File: src/rtl/axi_arb_pkg.sv
// Shared types and helpers for the AXI-stream round-robin FIFO arbiter.
package axi_arb_pkg;

    // Scheduler states: wait for work, pick a port, move one burst.
    typedef enum logic [1:0] {
        IDLE  = 2'd0,
        ARB   = 2'd1,
        BURST = 2'd2
    } arb_state_e;

    localparam int DEFAULT_MAX_BURST = 16;

    // The search helper works on a fixed 8-wide request vector (the largest port count).
    localparam int MAX_SEARCH_PORTS = 8;

    typedef struct packed {
        logic       found;
        logic [2:0] idx;
    } search_t;

    // First set request at or after start, wrapping modulo num_ports.
    function automatic search_t rr_search(input logic [MAX_SEARCH_PORTS-1:0] req,
                                          input int                          num_ports,
                                          input logic [2:0]                  start);
        search_t res;
        int      p;
        res = '0;
        for (int i = 0; i < MAX_SEARCH_PORTS; i++) begin
            p = (int'(start) + i) % num_ports;
            if (i < num_ports && !res.found && req[3'(p)]) begin
                res.found = 1'b1;
                res.idx   = 3'(p);
            end
        end
        return res;
    endfunction

endpackage

File: src/rtl/rr_priority_enc.sv
// Rotating priority encoder: returns the first requesting port at or after start.
module rr_priority_enc
    import axi_arb_pkg::*;
#(
    parameter int NUM_PORTS = 4,
    parameter int PORT_BITS = 2
) (
    input  logic [NUM_PORTS-1:0] req,
    input  logic [PORT_BITS-1:0] start,
    output logic [PORT_BITS-1:0] idx,
    output logic                 found
);

    logic [MAX_SEARCH_PORTS-1:0] req_ext;
    search_t                     res;

    // Widen the request vector to the helper's fixed width and run the search.
    always_comb begin
        req_ext                = '0;
        req_ext[NUM_PORTS-1:0] = req;
        res                    = rr_search(req_ext, NUM_PORTS, 3'(start));
        idx                    = PORT_BITS'(res.idx);
        found                  = res.found;
    end

endmodule

File: src/rtl/axi_fifo_rr_arbiter.sv
// Round-robin burst scheduler feeding one downstream AXI-stream FIFO.
// One port is granted per burst; a burst ends on tlast or after MAX_BURST beats.
// The grant index travels with each beat as tid through a single output register.
// Optional build macro ARB_PORT0_PRIORITY_EN: port 0 wins every arbitration it
// requests and does not advance the round-robin pointer.
module axi_fifo_rr_arbiter
    import axi_arb_pkg::*;
#(
    parameter int DATA_WIDTH = 32,
    parameter int NUM_PORTS  = 4,
    parameter int PORT_BITS  = 2,
    parameter int MAX_BURST  = DEFAULT_MAX_BURST,
    parameter int CNT_WIDTH  = 5
) (
    input  logic                            clk,
    input  logic                            sync_reset_n,
    input  logic [NUM_PORTS-1:0]            s_axis_tvalid,
    input  logic [NUM_PORTS*DATA_WIDTH-1:0] s_axis_tdata,
    input  logic [NUM_PORTS-1:0]            s_axis_tlast,
    output logic [NUM_PORTS-1:0]            s_axis_tready,
    input  logic                            fifo_almost_full,
    output logic                            m_axis_tvalid,
    output logic [DATA_WIDTH-1:0]           m_axis_tdata,
    output logic                            m_axis_tlast,
    output logic [PORT_BITS-1:0]            m_axis_tid,
    input  logic                            m_axis_tready,
    output logic                            grant_active
);

    arb_state_e            state_q,    state_d;
    logic [PORT_BITS-1:0]  rr_ptr_q,   rr_ptr_d;
    logic [PORT_BITS-1:0]  grant_q,    grant_d;
    logic [CNT_WIDTH-1:0]  beat_cnt_q, beat_cnt_d;
    logic                  m_valid_q,  m_valid_d;
    logic [DATA_WIDTH-1:0] m_data_q,   m_data_d;
    logic                  m_last_q,   m_last_d;
    logic [PORT_BITS-1:0]  m_tid_q,    m_tid_d;

    logic [NUM_PORTS-1:0]  enc_req;
    logic [PORT_BITS-1:0]  enc_idx;
    logic                  enc_found;
    logic [PORT_BITS-1:0]  pick_idx;
    logic                  pick_found;

    logic                  sel_valid;
    logic                  sel_last;
    logic [DATA_WIDTH-1:0] sel_data;
    logic                  out_free;
    logic                  accept;
    logic                  last_beat;
    logic [PORT_BITS-1:0]  next_ptr;

    rr_priority_enc #(
        .NUM_PORTS (NUM_PORTS),
        .PORT_BITS (PORT_BITS)
    ) u_enc (
        .req   (enc_req),
        .start (rr_ptr_q),
        .idx   (enc_idx),
        .found (enc_found)
    );

    // Choose the winner for the ARB cycle, optionally giving port 0 absolute priority.
    always_comb begin
        enc_req = s_axis_tvalid;
`ifdef ARB_PORT0_PRIORITY_EN
        enc_req[0] = 1'b0;
        if (s_axis_tvalid[0]) begin
            pick_idx   = '0;
            pick_found = 1'b1;
        end else begin
            pick_idx   = enc_idx;
            pick_found = enc_found;
        end
`else
        pick_idx   = enc_idx;
        pick_found = enc_found;
`endif
    end

    // Mux the granted port's beat and derive the handshake and burst-end terms.
    always_comb begin
        sel_valid = 1'b0;
        sel_last  = 1'b0;
        sel_data  = '0;
        for (int k = 0; k < NUM_PORTS; k++) begin
            if (grant_q == PORT_BITS'(k)) begin
                sel_valid = s_axis_tvalid[k];
                sel_last  = s_axis_tlast[k];
                sel_data  = s_axis_tdata[k*DATA_WIDTH +: DATA_WIDTH];
            end
        end
        out_free  = (state_q == BURST) && (!m_valid_q || m_axis_tready);
        accept    = out_free && sel_valid;
        last_beat = sel_last || (beat_cnt_q == CNT_WIDTH'(MAX_BURST - 1));
        next_ptr  = (grant_q == PORT_BITS'(NUM_PORTS - 1)) ? '0 : grant_q + 1'b1;
    end

    // Only the granted port sees ready, and only while the output register can take a beat.
    always_comb begin
        for (int k = 0; k < NUM_PORTS; k++) begin
            s_axis_tready[k] = out_free && (grant_q == PORT_BITS'(k));
        end
    end

    // Next-state, pointer, counter and output-register logic.
    always_comb begin
        // NOTE: every *_d starts from its held value, so no path leaves a signal unassigned (no latches).
        state_d    = state_q;
        rr_ptr_d   = rr_ptr_q;
        grant_d    = grant_q;
        beat_cnt_d = beat_cnt_q;
        m_valid_d  = m_valid_q;
        m_data_d   = m_data_q;
        m_last_d   = m_last_q;
        m_tid_d    = m_tid_q;

        // A beat leaves the output register on handshake; otherwise it holds unchanged.
        if (m_valid_q && m_axis_tready) begin
            m_valid_d = 1'b0;
        end

        unique case (state_q)
            IDLE: begin
                if ((|s_axis_tvalid) && !fifo_almost_full) begin
                    state_d = ARB;
                end
            end
            ARB: begin
                beat_cnt_d = '0;
                if (pick_found) begin
                    grant_d = pick_idx;
                    state_d = BURST;
                end else begin
                    state_d = IDLE;
                end
            end
            BURST: begin
                if (accept) begin
                    m_valid_d = 1'b1;
                    m_data_d  = sel_data;
                    m_last_d  = last_beat;
                    m_tid_d   = grant_q;
                    if (last_beat) begin
                        // Counter is cleared rather than incremented so it never reaches MAX_BURST.
                        beat_cnt_d = '0;
                        state_d    = IDLE;
`ifdef ARB_PORT0_PRIORITY_EN
                        if (grant_q != '0) begin
                            rr_ptr_d = next_ptr;
                        end
`else
                        rr_ptr_d = next_ptr;
`endif
                    end else begin
                        beat_cnt_d = beat_cnt_q + 1'b1;
                    end
                end
            end
            default: begin
                state_d = IDLE;
            end
        endcase
    end

    // State register with synchronous active-low reset; a pending output beat is dropped.
    always_ff @(posedge clk) begin
        // NOTE: sequential state uses non-blocking assignments so all flops update together.
        if (!sync_reset_n) begin
            state_q    <= IDLE;
            rr_ptr_q   <= '0;
            grant_q    <= '0;
            beat_cnt_q <= '0;
            m_valid_q  <= 1'b0;
            m_data_q   <= '0;
            m_last_q   <= 1'b0;
            m_tid_q    <= '0;
        end else begin
            state_q    <= state_d;
            rr_ptr_q   <= rr_ptr_d;
            grant_q    <= grant_d;
            beat_cnt_q <= beat_cnt_d;
            m_valid_q  <= m_valid_d;
            m_data_q   <= m_data_d;
            m_last_q   <= m_last_d;
            m_tid_q    <= m_tid_d;
        end
    end

    assign m_axis_tvalid = m_valid_q;
    assign m_axis_tdata  = m_data_q;
    assign m_axis_tlast  = m_last_q;
    assign m_axis_tid    = m_tid_q;
    assign grant_active  = (state_q == BURST);

endmodule

File: config.mk
export PLATFORM = sky130hd
export DESIGN_NAME = axi_fifo_rr_arbiter
export DESIGN_NICKNAME = d
export VERILOG_FILES = /design/src/rtl/axi_arb_pkg.sv /design/src/rtl/rr_priority_enc.sv /design/src/rtl/axi_fifo_rr_arbiter.sv
export SDC_FILE = /design/constraint.sdc
export NUM_CORES = 1
export LEC_CHECK = 0
export CAP_MARGIN = 20
export CORE_MARGIN = 5
export CORE_UTILIZATION = 38
export DETAILED_ROUTE_END_ITERATION = 12
export PLACE_DENSITY = 0.86
export SYNTH_ARGS = -nofsm -noshare
export SYNTH_HDL_FRONTEND = slang
export SYNTH_HIERARCHICAL = 1
export SYNTH_SLANG_ARGS = --single-unit
export TNS_END_PERCENT = 100
File: constraint.sdc
create_clock -name clk -period 2.3 [get_ports clk]
set_input_delay 0.46 -clock clk [delete_from_list [all_inputs] [get_ports clk]]
set_output_delay 0.46 -clock clk [all_outputs]
set_load 0.05 [all_outputs]
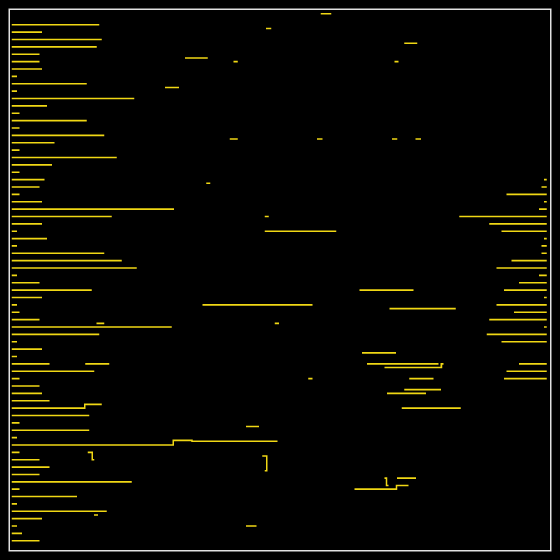
Figure 1: metal 3.
121 nets have wire on it. The wires run mostly horizontal.
Detailed Route WL: 10.8 mm
global-route met3 utilization: 6.73%

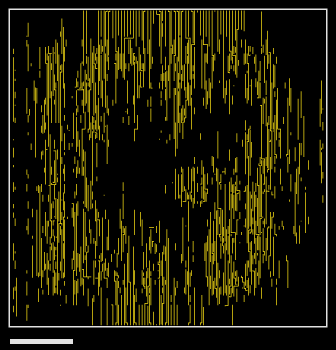
Figure 2: met2 routing.
The bar under the picture is 20 um long.
The layer carries 5370 um of wire. 609 nets have wire on it. The layer holds 49% of the routed length. The longest straight run is 47.8 um. The wires run mostly vertical.
met2 Resource Use GR: 36.9%
via total after detailed routing: 3685

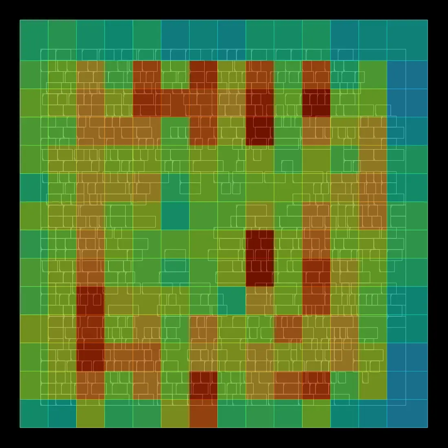
Figure 3: congestion heat map.
post-DR wirelength/cell: 15.9 um
global router's overall resource usage: 21.1%

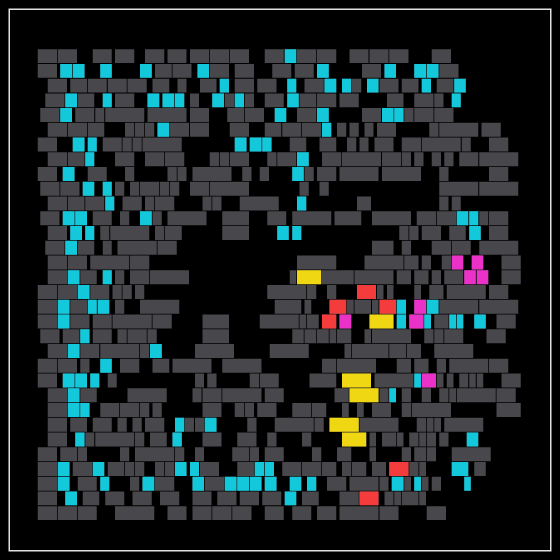
Figure 4: selected gate families.
Key: cyan = nor cells [cells 110, most used nor2b_1, where widely spread]; yellow = fa/ha/maj cells [cells 6]; red = non-inverting ao/oa cells [cells 6, most used a221o_1]; magenta = and/or cells [cells 8, most used and2_1, where middle right]

## power by group
part / switching (W) / internal, W
clock: 0.000278 / 0.000274
sequential: 0.0000182 / 0.000847
combinational: 0.000339 / 0.000398
## stage by stage
step	TNS [ns]	hold WS [ns]	area, um^2	cells
2_1_floorplan	0	0.406	3050	411
3_3_place_gp	0	0.424	5030	672
3_5_place_dp	-0.0117	0.428	5030	672
4_1_cts	0	0.439	5130	680
5_1_grt	0	0.459	5140	680
6_report	0	0.436	5140	680
## cell families (layout without fill, tap and decap cells)
family	Yosys count	after routing	share of synthesized area, %
fa+ha+maj	6	6	2.46
flops	47	47	30.8
compound gates	161	161	32.6
simple gates	146	146	27.0
buf+inv	50	217	6.72
mux	1	1	0.328
## cells in the final DEF, fill, tap and decap left out, types with 3 or more instances in the layout
cell / synthesis / layout
sky130_fd_sc_hd__nand3_1: 5 / 5
sky130_fd_sc_hd__nor3_1: 34 / 34
sky130_fd_sc_hd__ha_2: 0 / 3
sky130_fd_sc_hd__inv_1: 10 / 10
sky130_fd_sc_hd__buf_12: 0 / 6
sky130_fd_sc_hd__clkbuf_8: 0 / 7
sky130_fd_sc_hd__and2_1: 5 / 5
sky130_fd_sc_hd__buf_4: 0 / 14
sky130_fd_sc_hd__a21oi_1: 78 / 78
sky130_fd_sc_hd__ha_1: 6 / 3
sky130_fd_sc_hd__clkdlybuf4s50_1: 0 / 175
sky130_fd_sc_hd__nor2_1: 7 / 7
sky130_fd_sc_hd__nor2b_1: 67 / 67
sky130_fd_sc_hd__o21ai_0: 35 / 35
sky130_fd_sc_hd__o22ai_1: 3 / 3
sky130_fd_sc_hd__nand2b_1: 3 / 3
sky130_fd_sc_hd__a221oi_1: 32 / 32
sky130_fd_sc_hd__nand2_1: 17 / 17
sky130_fd_sc_hd__dfxtp_1: 47 / 47
## what timing repair did
item | CTS | global route
resized | 0 | 2
hold buffers | 0 | 0
endpoints found under the setup margin | 0 | 2
## registers in the layout, summed over array words and instances (netlist names)
signal         flops
rr_ptr_q           2
m_axis_tvalid      1
beat_cnt_q         5
m_axis_tdata      32
m_axis_tlast       1
grant_q            2
state_q            2
m_axis_tid         2
## layer usage
layer / global-route usage, % / wire length (um) / vias up
li1: - / - / 1828
met1: 24.4 / 4330 / 1685
met2: 36.9 / 5370 / 151
met3: 6.73 / 916 / 21
met4: 7.14 / 229 / 0
met5: 0 / 0 / -
## final cells by class
class                      count  share of cell area, %
timing repair buffer         197                   38.9
clock inverter                 1                  0.146
inverter                      12                  0.876
tap                          102                   2.48
clock buffer                   7                   1.87
sequential                    47                   18.3
multi-input combinational    314                   37.4
## how the worst max path moves through the flow
stage,cells past startpoint,slack (ns),endpoint,startpoint
after floorplan,5,0.05,s_axis_tready[3],grant_q[0]
after global placement,6,0.06,beat_cnt_q[3],s_axis_tvalid[0]
after detailed placement,6,-0.01,beat_cnt_q[3],s_axis_tvalid[0]
after CTS,4,0.03,s_axis_tready[3],grant_q[1]
after global routing,5,0.006,s_axis_tready[3],m_axis_tready
final,5,0.08,s_axis_tready[0],m_axis_tready
==> summary.txt <==
Figures from the flow reports.

Final layout:
- The run gives the ratio of cells with drive above 1 in the final layout as between 6 and 7%.
- The run puts the logic area at roughly 1900 um^2.
- The run gives the final net count as just over 700.
- The run gives the final cell utilization of the core as 66.2%.
- The run gives the diode insertion count for antenna repair as 0.
- The run gives the register cell area after layout as ~940 um^2.
- The run gives the layout-stage area growth over the synthesis result as 68.4%.
- The run gives the fill cell instance count of the final layout as 672.

Pwr:
- The run gives the peak supply drop as 0.249 mV.
- The run gives the reported leakage power as approximately 1.9 nW.
- Overall power consumption after layout is estimated at roughly 0.0022 W.
- Per the summary, power density relative to cell area is ~420 nW/um^2.

Logic synthesis:
- The run gives the number of nets at floorplan as around 560.
- The run gives the mean instance size in the synthesized netlist as roughly 7.4 um^2.
- For this run, the leading register cell type out of synthesis is sky130_fd_sc_hd__dfxtp_1.
- The run puts the area share of the largest cell type after synthesis at between 30% and 40%.
- The run gives the dominant cell type by area after synthesis as sky130_fd_sc_hd__dfxtp_1.
- The most frequently used library cell after synthesis is sky130_fd_sc_hd__a21oi_1.
- The run gives the proportion of synthesized flip-flops having asynchronous set or reset as 0%.
- Yosys mapped a number of flops with a built-in enable equal to 0.
- The run gives the chip area in the Yosys report as around 3100 um^2.
- The run gives the count of warnings emitted by yosys as 6.
- For reference, the top cells by area after synthesis are sky130_fd_sc_hd__dfxtp_1 31%, sky130_fd_sc_hd__nor2b_1 14%, sky130_fd_sc_hd__a21oi_1 13%.
- The run gives the flop and latch count out of synthesis as around 47.
- The run gives the number of distinct library cells after synthesis as 37.
- After synthesis, the most frequently instantiated cells are 78 x sky130_fd_sc_hd__a21oi_1, 67 x sky130_fd_sc_hd__nor2b_1, 47 x sky130_fd_sc_hd__dfxtp_1, 35 x sky130_fd_sc_hd__o21ai_0, 34 x sky130_fd_sc_hd__nor3_1.
- The run gives the total cells reported by yosys after synthesis as just over 400.
- The run gives the synthesized area as just over 3000 um^2.
- The run puts the sequential share of the synthesized area at between 30% and 40%.
- The run gives the synthesized instance count as just over 400.

Placement:
- The run gives the placer's final routability congestion estimate as 0.846.
- The count of buffers added on input and output ports is around 180.
- The run puts the post-place setup slack at -0.0117 ns.
- The run puts the sum of net half-perimeters after detailed placement at 8.62 mm.

Routing:
- The run gives the number of DRC markers after the initial detailed-route iteration as just under 100.
- The run gives the first-pass iteration count of the detailed router as 4.
- The run puts the number of routed nets with antenna violations at 0.
- The script logs the ratio of routed vias to standard cells as 5.42.
- The run puts the total DRC errors in the routed layout at 0.

Critical path:
- In this run the critical register-to-register path is captured at beat_cnt_q[3].
- Per the timing report, the most critical flop-to-flop path originates at grant_q[1].
- For reference, the critical path cell chain is clkdlybuf4s50_1 -> nor2b_1 -> nor2_1 -> and2_1 -> buf_12.
- Among all stages on the critical path, the maximum delay recorded is between 0.4 and 0.5 ns.
- The worst register-to-register path has a depth of 7.
- On the critical path the largest part of the delay comes from simple AND/OR/NAND/NOR gates.
- The run puts the buffers plus inverters on the worst setup path at 2.
- For the worst setup path, the data arrival time is about 1.8 ns.
- In the setup report, the worst path falls into the class input pin to output pin.
- STA puts the critical path data required time at about 1.8 ns.
- The run gives the cell with the biggest individual delay on the critical path as sky130_fd_sc_hd__clkdlybuf4s50_1.
- The run gives the maximum fanout count along the critical path as 7.
- The run gives the type of element capturing the critical path as an output pin.
- The run gives the minimum setup slack among reg-to-reg paths as 0.13 ns.
- STA classifies the critical path startpoint as an input pin.

STA:
- Timing would allow up to ~450 MHz.
- The run puts the least setup slack across all paths after layout at between 0.07 and 0.08 ns.
- In this run the tightest slew margin relative to its limit is between 60% and 70%.
- The run gives the final number of hold-violating endpoints as 0.
- The run puts the final clock period utilization by the worst path at 96.6%.
- Setup repair after global routing left no endpoint under its margin.
- The run gives the setup skew after layout as 0.00906 ns.
- The run gives the final tally of setup violations as 0.
- At the pin with the least slew margin, the transition time is 0.546 ns.
- The final max-slew violation count recorded for this run is 0.
- The worst path in the final design needs a cycle of 2.22 ns, including I/O delays and setup.

CTS:
- The run gives the number of setup buffers added after CTS as 0.
- CTS built an H-tree with a depth of 2.
- The run puts the number of buffers created by CTS at 5.
- The run puts the clock input transition at the sequential cells of the worst setup and hold paths at 0.08 ns.
- TritonCTS built the clock tree.
- The run gives the maximum number of buffers from clock root to sink as 2.
- The run gives the number of sinks on the clock net as about 47.
- The run puts the insertion delay at the late pin of the worst-skew pair at around 0.3 ns.
- The run gives the root buffer cell as sky130_fd_sc_hd__clkbuf_8.

Worst hold path:
- The path class of the tightest hold or removal check is register to register.
- The number of cells on the worst hold path is listed as 1.
- The run gives the critical hold path startpoint as state_q[0].
- The endpoint of the worst hold path is reported as state_q[0].

Run:
- The report counts max-capacitance violations totalling 0.
- The run puts the tool warning count at 29.

GRT:
- For this run the aggregate overflow at the end of global routing stands at 0.
- The number of global-route vias before repair came to about 3700.
- The run puts the global-route wire length before repair at between 15 and 20 mm.
- The run puts the pin count of the biggest net entering global routing at ~44.
- The run gives the number of antenna violations at the first check in global routing as 0.

Floorplan:
- The run gives the area of the die as 9930 um^2.
- The run puts the starting utilization of the core area at around two fifths.
- According to the floorplan report, the placeable core area is between 7000 and 8000 um^2.
- Pin placement for this block handled 181 I/O pins.
- The run puts the height of the die at between 90 and 100 um.
- The floorplan has 32 rows.
- The run puts the horizontal die dimension at 99.6 um.

Run status:
- The run finished with clean final reports.
Power figures rest on the tool's default switching activity, not on a simulated workload.
